File: config.mk
export PLATFORM = sky130hd
export DESIGN_NAME = gcc_poll_sequencer
export DESIGN_NICKNAME = d
export VERILOG_FILES = /design/src/rtl/gcc_poll_sequencer.sv
export SDC_FILE = /design/constraint.sdc
export NUM_CORES = 1
export LEC_CHECK = 0
export CORE_MARGIN = 2
export CORE_UTILIZATION = 40
export CTS_CLUSTER_SIZE = 25
export DETAILED_ROUTE_END_ITERATION = 10
export PLACE_DENSITY = 0.58
export SLEW_MARGIN = 20
export SYNTH_ARGS = -nofsm -noshare
export SYNTH_HDL_FRONTEND = slang
export SYNTH_SLANG_ARGS = --single-unit
File: constraint.sdc
create_clock -name clk -period 2.7 [get_ports clk]
set_input_delay 0.27 -clock clk [delete_from_list [all_inputs] [get_ports clk]]
set_output_delay 0.27 -clock clk [all_outputs]
set_load 0.03 [all_outputs]
File: src/rtl/gcc_poll_sequencer.sv
// Host-side GameCube controller poll sequencer: sends 0x4003_0R, then decodes the 64-bit reply by low-time.
// Optional macro GCC_AUTO_POLL_EN replaces the external start with a free-running POLL_PERIOD_US timer.
module gcc_poll_sequencer #(
    parameter int US_CYCLES       = 48,
    parameter int RESP_TIMEOUT_US = 100,
    parameter int BIT_TIMEOUT_US  = 8,
    parameter int POLL_PERIOD_US  = 1000
) (
    input  logic        clk,
    input  logic        rst_n,
    input  logic        start,
    input  logic        rumble,
    input  logic        line_in,
    output logic        line_oe,
    output logic        busy,
    output logic [63:0] rx_data,
    output logic        rx_valid,
    output logic        timeout_err
);

    // Handshake: start is a single-cycle request honoured only while the FSM sits in IDLE;
    // rx_valid / timeout_err are single-cycle strobes with no back-pressure.

    localparam int ONE_US_CYC   = US_CYCLES;
    localparam int THREE_US_CYC = 3 * US_CYCLES;
    localparam int SLOT_CYC     = 4 * US_CYCLES;
    localparam int THRESH_CYC   = 2 * US_CYCLES;
    localparam int RESP_CYC     = RESP_TIMEOUT_US * US_CYCLES;
    localparam int BIT_CYC      = BIT_TIMEOUT_US * US_CYCLES;
    localparam int CNT_MAX_A    = (RESP_CYC > BIT_CYC) ? RESP_CYC : BIT_CYC;
    localparam int CNT_MAX      = (CNT_MAX_A > SLOT_CYC) ? CNT_MAX_A : SLOT_CYC;
    localparam int CNT_W        = $clog2(CNT_MAX + 1);

    localparam logic [3:0] S_IDLE        = 4'd0;
    localparam logic [3:0] S_TX_LOW      = 4'd1;
    localparam logic [3:0] S_TX_HIGH     = 4'd2;
    localparam logic [3:0] S_TX_STOP     = 4'd3;
    localparam logic [3:0] S_RX_WAIT     = 4'd4;
    localparam logic [3:0] S_RX_LOW      = 4'd5;
    localparam logic [3:0] S_RX_HIGH     = 4'd6;
    localparam logic [3:0] S_RX_STOP     = 4'd7;
    localparam logic [3:0] S_RX_STOP_LOW = 4'd8;
    localparam logic [3:0] S_DONE        = 4'd9;
    localparam logic [3:0] S_ERR         = 4'd10;

    logic             sync1_q, sync2_q, prev_q;
    logic [3:0]       state_q, state_d;
    logic [CNT_W-1:0] cnt_q, cnt_d, cnt_inc;
    logic [23:0]      cmd_q, cmd_d;
    logic [4:0]       tx_bits_q, tx_bits_d;
    logic [63:0]      rx_sh_q, rx_sh_d;
    logic [5:0]       rx_bits_q, rx_bits_d;
    logic [63:0]      rx_data_q, rx_data_d;
    logic             fall, rise, start_int;
    logic [CNT_W-1:0] tx_low_last, tx_high_last;

`ifdef GCC_AUTO_POLL_EN
    localparam int POLL_CYC = POLL_PERIOD_US * US_CYCLES;
    localparam int POLL_W   = $clog2(POLL_CYC);

    logic [POLL_W-1:0] period_q;
    logic              start_unused;

    // Free-running: a tick that lands while busy is simply lost, no resync.
    always_ff @(posedge clk or negedge rst_n) begin
        if (!rst_n) begin
            period_q <= '0;
        end else if (period_q == POLL_W'(POLL_CYC - 1)) begin
            period_q <= '0;
        end else begin
            period_q <= period_q + 1'b1;
        end
    end

    assign start_int    = (period_q == POLL_W'(POLL_CYC - 1));
    assign start_unused = start;
`else
    localparam int POLL_CYC_unused = POLL_PERIOD_US * US_CYCLES;

    assign start_int = start;
`endif

    always_ff @(posedge clk or negedge rst_n) begin
        if (!rst_n) begin
            sync1_q <= 1'b1;
            sync2_q <= 1'b1;
            prev_q  <= 1'b1;
        end else begin
            sync1_q <= line_in;
            sync2_q <= sync1_q;
            prev_q  <= sync2_q;
        end
    end

    assign fall = prev_q & ~sync2_q;
    assign rise = ~prev_q & sync2_q;

    assign cnt_inc      = (cnt_q == {CNT_W{1'b1}}) ? cnt_q : cnt_q + 1'b1;
    assign tx_low_last  = cmd_q[23] ? CNT_W'(ONE_US_CYC - 1) : CNT_W'(THREE_US_CYC - 1);
    assign tx_high_last = cmd_q[23] ? CNT_W'(THREE_US_CYC - 1) : CNT_W'(ONE_US_CYC - 1);

    always_comb begin
        state_d   = state_q;
        cnt_d     = cnt_inc;
        cmd_d     = cmd_q;
        tx_bits_d = tx_bits_q;
        rx_sh_d   = rx_sh_q;
        rx_bits_d = rx_bits_q;
        rx_data_d = rx_data_q;
        case (state_q)
            S_IDLE: begin
                cnt_d = '0;
                if (start_int) begin
                    state_d   = S_TX_LOW;
                    cmd_d     = {8'h40, 8'h03, 7'b0, rumble};
                    tx_bits_d = '0;
                    rx_bits_d = '0;
                end
            end
            S_TX_LOW: begin
                if (cnt_q == tx_low_last) begin
                    state_d = S_TX_HIGH;
                    cnt_d   = '0;
                end
            end
            S_TX_HIGH: begin
                if (cnt_q == tx_high_last) begin
                    cnt_d = '0;
                    cmd_d = {cmd_q[22:0], 1'b0};
                    if (tx_bits_q == 5'd23) begin
                        state_d = S_TX_STOP;
                    end else begin
                        tx_bits_d = tx_bits_q + 5'd1;
                        state_d   = S_TX_LOW;
                    end
                end
            end
            S_TX_STOP: begin
                if (cnt_q == CNT_W'(ONE_US_CYC - 1)) begin
                    state_d = S_RX_WAIT;
                    cnt_d   = '0;
                end
            end
            S_RX_WAIT: begin
                if (fall) begin
                    state_d = S_RX_LOW;
                    cnt_d   = CNT_W'(1);
                end else if (cnt_q >= CNT_W'(RESP_CYC - 1)) begin
                    state_d = S_ERR;
                end
            end
            // The falling-edge cycle counts as the first low cycle, so cnt_q equals the low width at the rise.
            S_RX_LOW: begin
                if (rise) begin
                    rx_sh_d = {rx_sh_q[62:0], (cnt_q <= CNT_W'(THRESH_CYC))};
                    cnt_d   = CNT_W'(1);
                    if (rx_bits_q == 6'd63) begin
                        state_d = S_RX_STOP;
                    end else begin
                        rx_bits_d = rx_bits_q + 6'd1;
                        state_d   = S_RX_HIGH;
                    end
                end else if (cnt_q >= CNT_W'(BIT_CYC)) begin
                    state_d = S_ERR;
                end
            end
            S_RX_HIGH: begin
                if (fall) begin
                    state_d = S_RX_LOW;
                    cnt_d   = CNT_W'(1);
                end else if (cnt_q >= CNT_W'(BIT_CYC)) begin
                    state_d = S_ERR;
                end
            end
            S_RX_STOP: begin
                if (fall) begin
                    state_d = S_RX_STOP_LOW;
                    cnt_d   = CNT_W'(1);
                end else if (cnt_q >= CNT_W'(BIT_CYC)) begin
                    state_d = S_ERR;
                end
            end
            S_RX_STOP_LOW: begin
                if (rise) begin
                    state_d   = S_DONE;
                    rx_data_d = rx_sh_q;
                end else if (cnt_q >= CNT_W'(BIT_CYC)) begin
                    state_d = S_ERR;
                end
            end
            S_DONE, S_ERR: begin
                state_d = S_IDLE;
                cnt_d   = '0;
            end
            default: begin
                state_d = S_IDLE;
                cnt_d   = '0;
            end
        endcase
    end

    always_ff @(posedge clk or negedge rst_n) begin
        if (!rst_n) begin
            state_q   <= S_IDLE;
            cnt_q     <= '0;
            cmd_q     <= '0;
            tx_bits_q <= '0;
            rx_sh_q   <= '0;
            rx_bits_q <= '0;
            rx_data_q <= '0;
        end else begin
            state_q   <= state_d;
            cnt_q     <= cnt_d;
            cmd_q     <= cmd_d;
            tx_bits_q <= tx_bits_d;
            rx_sh_q   <= rx_sh_d;
            rx_bits_q <= rx_bits_d;
            rx_data_q <= rx_data_d;
        end
    end

    // Decoded straight from state so an asynchronous reset releases the line at once.
    assign line_oe     = (state_q == S_TX_LOW) || (state_q == S_TX_STOP);
    assign busy        = (state_q != S_IDLE) && (state_q != S_DONE) && (state_q != S_ERR);
    assign rx_valid    = (state_q == S_DONE);
    assign timeout_err = (state_q == S_ERR);
    assign rx_data     = rx_data_q;

endmodule

**Run 1: gate families picked out**

Scale: 2 px per µm.
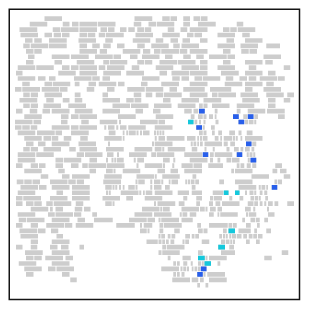
non-inverting ao/oa cells -> cyan  # cells 7, where lower right
xor and xnor cells -> blue  # cells 12, most used xnor2_1
non-filler instance count after layout: 979
Commonest Layout Cell: dfrtp_1

**Run 1: where the registers sit**

Scale: 3 px per µm.
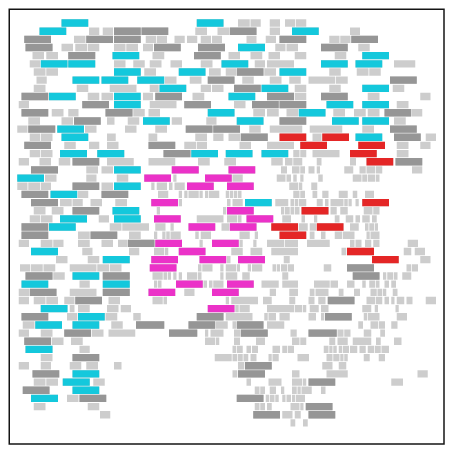
`cnt_q` -> red  # flops 13, where middle right
`rx_sh_q` -> cyan  # flops 64, where spread over the die
`cmd_q` -> magenta  # flops 24, where center
not colored = 82
area used by sequential logic in the layout: 4583 µm²
Power Sequential: 2.75 mW
flip-flop and latch share of the layout cell area: 47.60%
share of the core filled with cells: 49.64%

**Run 1: M1 wires**

Scale: 2 px per µm.
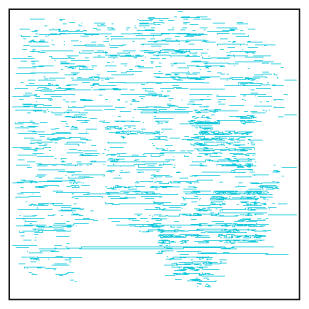
main direction = horizontal
nets with wire on the layer = 649
wire length on this layer = 7070 µm
GR Util met1: 20.38%
number of vias after detailed routing: 4960

==> flow_metrics.rpt, run 1 <==
IMPLEMENTATION SUMMARY REPORT
----------------------------------------------------
[Routing]
  DR pass1 iterations ........................ 4
  Total wire length ........................ 15.59 mm
  Residual antenna-violating net count after detailed routing ........................ 0
  Met1 layer wirelength in the final routing ........................ 7.072 mm

[Global route]
  Maximum number of pins on one net before global-route repair ........................ 74
  First-pass GRT wire length ........................ approximately 26 mm
  Global Route Usage Sum ........................ about 16%
  GR peak layer ........................ met2

[Logic synthesis]
  Top FF cell, synth ........................ dfrtp_1
  Multiplexer share of the synthesized area ........................ 21.62%
  Tally of unique sky130hd cells used after synthesis ........................ about 57
  Most popular library cell in the synthesized design by count ........................ dfrtp_1
  Tally of yosys warning messages ........................ 0
  Post-synthesis average cell area ........................ 12.66 µm²
  Xor+xnor area frac ........................ 1.332%
  Cell type contributing the most total cell area after synthesis ........................ dfrtp_1
  Area fraction in full adders, half adders and majority gates ........................ 0.6345%

[Floorplanning]
  # IOs ........................ around 73
  Initial core utilization ........................ between 40% and 50%

[Final timing]
  Total Neg Setup Slack ........................ 0 ns
  Pin slew with the least headroom to its limit ........................ a little over 0.7 ns
  Post-Route Skew ........................ around 0.014 ns
  Final count of hold timing violations ........................ 0
  Number of slew-limit violations in the final report ........................ 0
  Final critical-path setup slack ........................ 0.2602 ns

[Final layout]
  Flop count ........................ 183
  Number of non-clock inverters in the layout ........................ 31
  Clock distribution area overhead in the final layout ........................ under 10%
  Area taken by multi-input logic gates ........................ 3063 µm²
  Multi-input gate count ........................ 375
  Final cell area excluding filler cells ........................ 9629 µm²
  Signal buffers ........................ 93

[Placed design]
  Place WS ........................ roughly 0.34 ns

[CTS]
  Clock-pin slew reported for the worst setup and hold paths after clock tree synthesis ........................ around 0.070 ns
  Number of instances resized during post-cts repair ........................ 0
  TritonCTS Buffers ........................ 17
  Post-CTS Hold Fix Bufs ........................ 1

[Critical path]
  Cell Chain, Critical Path ........................ nor2_1, and2_1, clkdlybuf4s50_1
  Start point of the critical path ........................ state_q[2]
  Critical path class ........................ reg -> out
  Worst Path Required ........................ 2.43 ns
  Depth of the worst register-to-register path ........................ 6
  Arrival time reported for the critical path endpoint ........................ 2.17 ns

[Hold path]
  Worst Hold Depth ........................ 1
  Min-Delay Startpoint ........................ line_in

[Power and ir drop]
  Leading power group ........................ registers
  Final Power ........................ 5.429 mW
  Clock share of power ........................ 47.9%

[Flow run]
  Number of maximum-capacitance constraint violations ........................ 0

[Status]
  Status ........................ finished, final reports clean

----------------------------------------------------
--- run 2 (diff from run 1) ---
--- a/config.mk
+++ b/config.mk
@@ -10,7 +10,7 @@
 export CTS_CLUSTER_SIZE = 25
 export DETAILED_ROUTE_END_ITERATION = 10
 export PLACE_DENSITY = 0.58
-export SLEW_MARGIN = 20
+export SLEW_MARGIN = 40
 export SYNTH_ARGS = -nofsm -noshare
 export SYNTH_HDL_FRONTEND = slang
 export SYNTH_SLANG_ARGS = --single-unit
**Run 2: gate families picked out**

Scale: 2 px per µm.
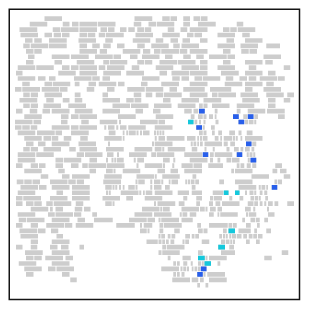
xor and xnor cells -> blue  # cells 12, most used xnor2_1
non-inverting ao/oa cells -> cyan  # cells 7, where lower right
logic share of the area: 31.81%

**Run 2: layout detail**

Region (96, 96) to (121, 121) µm. Cells in gray, sequential cells in the stronger gray; small squares are vias.
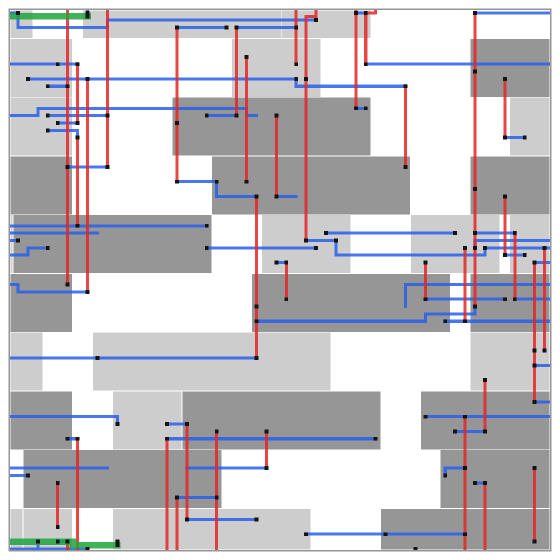
metal 2 -> red
metal 3 -> green
metal 1 -> blue
sequential cells in the window = 9
cells with their middle in the window = 19
netlist names of flops here include = `cnt_q` (4), `rx_sh_q` (4)
most frequent = dfrtp_1 (9), mux2_2 (6)

==> flow_metrics.rpt, run 2 <==
IMPLEMENTATION SUMMARY REPORT
----------------------------------------------------
[Status]
  Status ........................ finished, final reports clean (unchanged)

[Global route]
  First-pass GRT wire length ........................ 25.57 mm (unchanged)
  Maximum number of pins on one net before global-route repair ........................ 74 (unchanged)
  GR peak layer ........................ met2 (unchanged)
  Global Route Usage Sum ........................ 15.72% (unchanged)

[Power and ir drop]
  Power Sequential ........................ 2.75 mW (about the same)
  Clock share of power ........................ 47.9% (about the same)
  Leading power group ........................ registers (unchanged)

[Critical path]
  Critical path class ........................ reg -> out (unchanged)
  Arrival time reported for the critical path endpoint ........................ 2.17 ns (about the same)
  Worst Path Required ........................ 2.43 ns (about the same)
  Depth of the worst register-to-register path ........................ 6 (unchanged)
  Start point of the critical path ........................ state_q[2] (unchanged)

[Hold path]
  Worst Hold Depth ........................ 1 (unchanged)
  Min-Delay Startpoint ........................ line_in (unchanged)

[Final timing]
  Number of slew-limit violations in the final report ........................ 0 (unchanged)
  Final count of hold timing violations ........................ 0 (unchanged)
  Total Neg Setup Slack ........................ 0 ns (unchanged)
  Final critical-path setup slack ........................ 0.2602 ns (unchanged)

[Placed design]
  Place WS ........................ 0.3389 ns (unchanged)

[Floorplanning]
  Initial core utilization ........................ 40.66% (unchanged)
  # IOs ........................ 73 (unchanged)

[Logic synthesis]
  Tally of unique sky130hd cells used after synthesis ........................ 57 (unchanged)
  Compound-cell area share of the yosys netlist ........................ 5.155% (unchanged)
  Cell type contributing the most total cell area after synthesis ........................ dfrtp_1 (unchanged)
  Tally of yosys warning messages ........................ 0 (unchanged)
  Post-synthesis average cell area ........................ 12.66 µm² (unchanged)
  Area fraction in full adders, half adders and majority gates ........................ 0.6345% (unchanged)
  Xor+xnor area frac ........................ 1.332% (unchanged)
  Top FF cell, synth ........................ dfrtp_1 (unchanged)
  Most popular library cell in the synthesized design by count ........................ dfrtp_1 (unchanged)

[Final layout]
  Commonest Layout Cell ........................ dfrtp_1 (unchanged)
  Area taken by multi-input logic gates ........................ 3063 µm² (unchanged)
  Clock distribution area overhead in the final layout ........................ 6.523% (unchanged)
  Number of non-clock inverters in the layout ........................ 31 (unchanged)
  Share of the core filled with cells ........................ 49.64% (unchanged)
  Area used by sequential logic in the layout ........................ 4583 µm² (unchanged)
  Signal buffers ........................ 93 (unchanged)
  Non-filler instance count after layout ........................ 979 (unchanged)
  Final cell area excluding filler cells ........................ 9629 µm² (unchanged)
  Multi-input gate count ........................ 375 (unchanged)

[Routing]
  Vias per cell ........................ 5.066 (unchanged)
  Residual antenna-violating net count after detailed routing ........................ 0 (unchanged)
  Number of vias after detailed routing ........................ 4960 (unchanged)
  Met1 layer wirelength in the final routing ........................ 7.072 mm (unchanged)
  DR pass1 iterations ........................ 4 (unchanged)

[CTS]
  Number of instances resized during post-cts repair ........................ 0 (unchanged)
  Clock tree from TritonCTS ........................ done (unchanged)
  Post-CTS Hold Fix Bufs ........................ 1 (unchanged)

[Flow run]
  Number of maximum-capacitance constraint violations ........................ 0 (unchanged)

----------------------------------------------------
Power and IR drop assume default switching activity.
